**Signal metal coverage by tile**

Drawn at 1.5 px/um. 22 x 11 tiles, from dark purple (low) to yellow (high), scaled to the fullest tile. Values are wire area over tile area, all layers added.
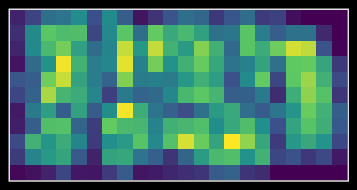
**Routed metal, one color a layer**

Drawn at 2 px/um. Two of the layers only.
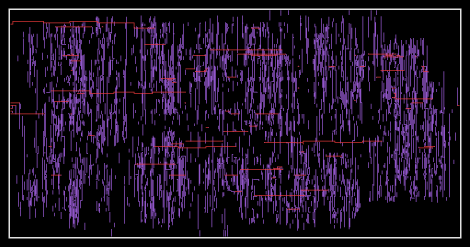
**Selected gate families**

Drawn at 2 px/um.
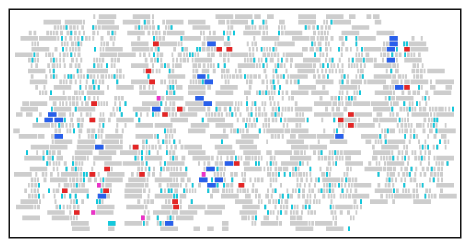
**Layout detail**

Window x 97 to 127, y 42 to 72 um. Cells in gray, sequential cells in the stronger gray; small squares are vias.
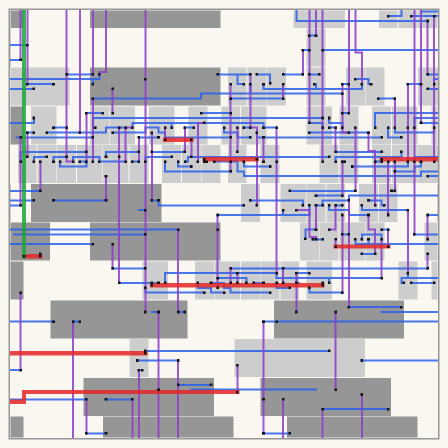
**Placed standard cells**

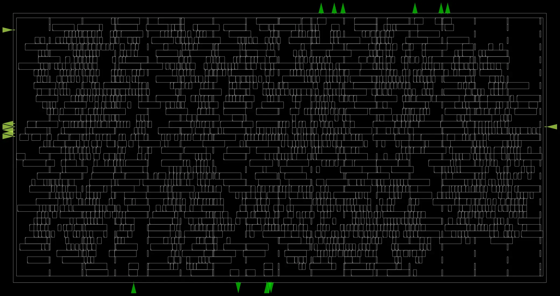
--- src/rtl/board_pkg.sv ---
// Board-wide timing constants and the button repeat FSM state type.
package board_pkg;

  localparam int CLK_HZ        = 24_000_000;
  localparam int DEBOUNCE_10MS = CLK_HZ / 100;
  localparam int REPEAT_500MS  = CLK_HZ / 2;
  localparam int REPEAT_100MS  = CLK_HZ / 10;

  typedef enum logic [1:0] {IDLE, DELAY, REPEAT} btn_fsm_t;

  // Counter width able to hold 0..n-1, never narrower than one bit.
  function automatic int cnt_w(input int n);
    return (n > 1) ? $clog2(n) : 1;
  endfunction

endpackage

--- src/rtl/button_channel.sv ---
// One button channel: 2-FF synchroniser, counter debounce, edge pulses and
// optional auto-repeat of the press strobe while held.
module button_channel
  import board_pkg::*;
#(
  parameter int ACTIVE_LOW      = 1,
  parameter int DEBOUNCE_CYCLES = DEBOUNCE_10MS,
  parameter int REPEAT_EN       = 1,
  parameter int REPEAT_DELAY    = REPEAT_500MS,
  parameter int REPEAT_PERIOD   = REPEAT_100MS
) (
  input  logic clock,
  input  logic reset,
  input  logic pin,
  output logic level,
  output logic press_pulse,
  output logic release_pulse
);

  localparam int RPT_MAX = (REPEAT_DELAY > REPEAT_PERIOD) ? REPEAT_DELAY : REPEAT_PERIOD;
  localparam int DB_W    = cnt_w(DEBOUNCE_CYCLES);
  localparam int RPT_W   = cnt_w(RPT_MAX);

  localparam logic             PIN_IDLE = (ACTIVE_LOW != 0);
  localparam logic [DB_W-1:0]  DB_LAST  = DB_W'(DEBOUNCE_CYCLES - 1);
  localparam logic [RPT_W-1:0] RD_LAST  = RPT_W'(REPEAT_DELAY - 1);
  localparam logic [RPT_W-1:0] RP_LAST  = RPT_W'(REPEAT_PERIOD - 1);

  logic             s1, s2, lvl;
  logic             accept, rise, fall;
  logic [DB_W-1:0]  db_cnt;
  logic [RPT_W-1:0] rpt_cnt;
  btn_fsm_t         state;

  assign lvl    = (ACTIVE_LOW != 0) ? ~s2 : s2;
  assign accept = (lvl != level) && (db_cnt == DB_LAST);
  assign rise   = accept &  lvl;
  assign fall   = accept & ~lvl;

  always_ff @(posedge clock or posedge reset) begin
    if (reset) begin
      s1            <= PIN_IDLE;
      s2            <= PIN_IDLE;
      level         <= 1'b0;
      db_cnt        <= '0;
      rpt_cnt       <= '0;
      state         <= IDLE;
      press_pulse   <= 1'b0;
      release_pulse <= 1'b0;
    end else begin
      s1 <= pin;
      s2 <= s1;

      // Any sample matching the accepted level restarts the persistence count.
      if (lvl == level) begin
        db_cnt <= '0;
      end else if (accept) begin
        level  <= lvl;
        db_cnt <= '0;
      end else begin
        db_cnt <= db_cnt + 1'b1;
      end

      press_pulse   <= rise;
      release_pulse <= fall;

      // A release wins over a repeat tick landing on the same cycle.
      if (REPEAT_EN == 0 || fall) begin
        state   <= IDLE;
        rpt_cnt <= '0;
      end else begin
        case (state)
          IDLE: if (rise) begin
            state   <= DELAY;
            rpt_cnt <= '0;
          end
          DELAY: if (rpt_cnt == RD_LAST) begin
            press_pulse <= 1'b1;
            rpt_cnt     <= '0;
            state       <= REPEAT;
          end else begin
            rpt_cnt <= rpt_cnt + 1'b1;
          end
          REPEAT: if (rpt_cnt == RP_LAST) begin
            press_pulse <= 1'b1;
            rpt_cnt     <= '0;
          end else begin
            rpt_cnt <= rpt_cnt + 1'b1;
          end
          default: begin
            state   <= IDLE;
            rpt_cnt <= '0;
          end
        endcase
      end
    end
  end

endmodule

--- src/rtl/button_conditioner.sv ---
// Conditions raw push-button pins into debounced levels and single-cycle
// press/release strobes; one independent channel per button.
module button_conditioner
  import board_pkg::*;
#(
  parameter int N_BUTTONS       = 4,
  parameter int ACTIVE_LOW      = 1,
  parameter int DEBOUNCE_CYCLES = DEBOUNCE_10MS,
  parameter int REPEAT_EN       = 1,
  parameter int REPEAT_DELAY    = REPEAT_500MS,
  parameter int REPEAT_PERIOD   = REPEAT_100MS
) (
  input  logic                 clock,
  input  logic                 reset,
  input  logic [N_BUTTONS-1:0] push_button,
  output logic [N_BUTTONS-1:0] btn_level,
  output logic [N_BUTTONS-1:0] btn_press,
  output logic [N_BUTTONS-1:0] btn_release
);

  for (genvar g = 0; g < N_BUTTONS; g++) begin : g_ch
    button_channel #(
      .ACTIVE_LOW      (ACTIVE_LOW),
      .DEBOUNCE_CYCLES (DEBOUNCE_CYCLES),
      .REPEAT_EN       (REPEAT_EN),
      .REPEAT_DELAY    (REPEAT_DELAY),
      .REPEAT_PERIOD   (REPEAT_PERIOD)
    ) u_ch (
      .clock         (clock),
      .reset         (reset),
      .pin           (push_button[g]),
      .level         (btn_level[g]),
      .press_pulse   (btn_press[g]),
      .release_pulse (btn_release[g])
    );
  end

endmodule
--- config.mk ---
export PLATFORM = sky130hd
export DESIGN_NAME = button_conditioner
export DESIGN_NICKNAME = d
export VERILOG_FILES = /design/src/rtl/board_pkg.sv /design/src/rtl/button_channel.sv /design/src/rtl/button_conditioner.sv
export SDC_FILE = /design/constraint.sdc
export NUM_CORES = 1
export LEC_CHECK = 0
export ABC_AREA = 1
export CAP_MARGIN = 15
export CORE_ASPECT_RATIO = 0.5
export CORE_MARGIN = 1
export CORE_UTILIZATION = 50
export DETAILED_ROUTE_END_ITERATION = 6
export PLACE_DENSITY_LB_ADDON = 0.12
export SYNTH_ARGS = -nofsm -noshare
export SYNTH_HDL_FRONTEND = slang
export SYNTH_SLANG_ARGS = --single-unit
--- constraint.sdc ---
create_clock -name clock -period 7.12 [get_ports clock]
set_input_delay 1.068 -clock clock [delete_from_list [all_inputs] [get_ports clock]]
set_output_delay 1.068 -clock clock [all_outputs]
set_load 0.02 [all_outputs]
==> deck_impl_summary.md <==
Key Metrics from the Run

Clock tree
  – Postcts setup bufs: 0
  – Post-CTS Hold Fix Bufs: 0
  – H-tree lvl count: 4
  – CTS tree: built
  – CTS buffer count: 17
  – Post-cts sizing count: 0
  – CTS Buffer Depth: 2
  – CTS root buffer: clkbuf_16
  – Clk slew on worst S/H paths: 0.07 ns
  – Clk latency late pin: 0.45 ns

Status
  – Status: finished, final reports clean

Yosys
  – Top cells, area: dfrtp_1 38%, nand2_1 16%, inv_1 8.2%
  – Flip-flops with a built-in enable: 0
  – XORs/XNORs by Area: 0.01762
  – Comb area leader: simple AND/OR/NAND/NOR gates
  – Synth Seq Share: 0.3955
  – Post-synth top area share: 0.3786
  – Async SR Flop Fraction: 1.000
  – Main flop type after synthesis: dfrtp_1
  – Yosys warning total: 0
  – And+or+nand+nor area frac: 0.3871
  – Post-synthesis register bit count: 196
  – Aoi share: 0.06655
  – Top cells by count: 541 x nand2_1, 270 x inv_1, 222 x nor2_1, 188 x dfrtp_1, 185 x nand3_1
  – Netlist Area Pre-Place: 0.01243 mm2
  – Yosys top cell by instances: nand2_1
  – Yosys Chip Area: 0.01243 mm2
  – Floorplan Nets: 1837
  – Adder Area Share: 0.02416
  – Cell count after synthesis: 1807

Routing
  – Vias per std cell: 5.075
  – Detailed Routing Iterations Pass 1: 5
  – Iteration-0 DRC count of the detailed router: 689
  – DRT Wirelength: 25690 um
  – Via count: 10910
  – Drt drc: 0
  – ANT nets after route: 0

Floorplan
  – I/O Pins: 18
  – Die area: 0.02553 mm2
  – Die Y: 113.5 um
  – Num tapcells: 336
  – Pre-Place Util: 0.5141

Final layout
  – Gate Area: 0.006157 mm2
  – Fin nets: 1831
  – Max reg flops: 96
  – Clock-cell share of area: 0.04425
  – Comb gates: 1295
  – Fraction of area in non-clock buffers: 0.01337
  – Inverters excl. clock: 273
  – ANT cells: 0
  – Clkbuf count: 20
  – Register Area: 0.004915 mm2
  – P&R area growth vs syn: 6.947%
  – Largest regs: g_ch.u_ch.rpt_cnt x96, g_ch.u_ch.db_cnt x72, g_ch.u_ch.state x8
  – Cell type taking the most area: multi-input combinational cells

Final timing
  – Total negative slack: 0 ns
  – Worst hold slack: 0.3577 ns
  – Worst Tran Pin Value: 0.8755 ns
  – Final min period: 2.666 ns
  – Pins Over Slew Limit: 0
  – Part of the cycle the worst path needs: 0.3744
  – Rel. slew slack: 0.4163
  – Final hold vios: 0
  – Worst-case clock skew: 0.008747 ns
  – Final setup fails: 0

Worst setup path
  – Buffers plus inverters on the worst setup path: 3
  – Worst Path Max Fanout: 128
  – Crit path DRT: 7.58 ns
  – Worst path top cell family by delay: buffers and inverters
  – Setup Crit Path Kind: input port to async pin
  – Critical-path cell list: clkdlybuf4s50_1 > inv_8 > buf_4
  – CP Capture Type: async pin
  – Critical Path AT: 3.13 ns
  – Crit path max-delay cell type: buf_4
  – Max incr delay on CP: 0.79 ns

GRT
  – Vias in the first global route: 10210
  – Grt peak-use layer: met2
  – GRT Total Usage: 0.2148
  – Largest net degree at the start of global routing: 129
  – GR Layer Usage met2: 0.3660
  – Met1 usage: 0.2752

Flow run
  – OpenROAD warning count: 40

Worst hold path
  – Hold Crit Class: register to register

Power
  – Pwr Density: 162.3 mW/mm2
  – Leak pwr: 6.520 nW
-- 'signal metal coverage by tile' (at the start) --
fullest tile: 0.35
tiles over half the peak: 43%
mean over tiles: 0.16

-- 'routed metal, one color a layer' (at the start) --
legend:
  red:
    layer: metal 3
    wire_length: 731 um
  purple:
    layer: metal 2
    wire_length: 12100 um

-- 'selected gate families' (at the start) --
legend:
  magenta:
    family: and/or cells
    cells: 5
  cyan:
    family: inv cells
    cells: 273
    where: widely spread
  red:
    family: xor and xnor cells
    cells: 25
  blue:
    family: fa/ha/maj cells
    cells: 24
    where: widely spread
most frequent logic cell in the layout: nand2_1
Post-Layout Cell Count: 2150
fraction of area in multi-input gates: 0.4633

-- 'layout detail' (at the start) --
legend:
  green:
    layer: metal 4
  purple:
    layer: metal 2
  blue:
    layer: metal 1
  red:
    layer: metal 3
netlist names of flops here include: g_ch.u_ch.rpt_cnt (8), g_ch.u_ch.s1 (1)
most frequent: nand2_1 (21), inv_1 (11)
cells with their middle in the window: 66
sequential cells in the window: 9

-- 'placed standard cells' (at the start) --
final core occ: 0.5498
Seq area share: 0.3698
FP Rows: 40
# fillers: 2272
core footprint: 0.02417 mm2

[power breakdown]
part           switching, W  internal (W)  leakage (nW)
clock network      0.000447      0.000533         0.282
registers        0.00000734       0.00112          2.70
logic             0.0000367     0.0000111          3.54
total              0.000491       0.00167          6.52
[path summary, 6_finish.rpt]
| path | startpoint | end | cells after the start |
|---|---|---|---|
| setup / recovery | reset | g_ch[3].u_ch.db_cnt[1] | 3 |
| hold / removal | g_ch[1].u_ch.s1 | g_ch[1].u_ch.s2 | 0 |
| setup reg to reg | g_ch[3].u_ch.s2 | g_ch[3].u_ch.rpt_cnt[4] | 9 |
| hold reg to reg | g_ch[1].u_ch.s1 | g_ch[1].u_ch.s2 | 0 |
| max in group clock | g_ch[3].u_ch.level | btn_level[3] | 1 |
| min in group asynchronous | reset | g_ch[1].u_ch.db_cnt[1] | 2 |
[cell usage in the layout (no fill, tap or decap), types with 5 or more instances in the layout]
cell type and count:
a21oi_1 92, a21oi_2 23, clkbuf_16 17, clkdlybuf4s50_1 17, dfrtp_1 188, dfstp_2 8, ha_1 24, inv_1 269
inv_6 5, nand2_1 541, nand2_2 8, nand2_4 5, nand3_1 185, nand3_2 11, nand4_1 61, nor2_1 222
nor3_1 50, o21ai_0 22, xnor2_1 8, xor2_1 17
[metrics by stage]
stage / utilization / power, W / worst slack [ns] / cells / instance area (um2)
finish: 0.5498 / 0.002157 / 4.454 / 2150 / 13290
global route: 0.5498 / 0.002242 / 4.125 / 2150 / 13290
CTS: 0.5498 / 0.002193 / 4.342 / 2150 / 13290
detailed placement: 0.5255 / 0.001202 / 3.833 / 2118 / 12700
global placement: 0.5255 / 0.001200 / 3.880 / 2118 / 12700
floorplan: - / 0.001185 / 0.7246 / 1807 / 12430
No activity file was given, so power comes from the tool's default toggle rates.
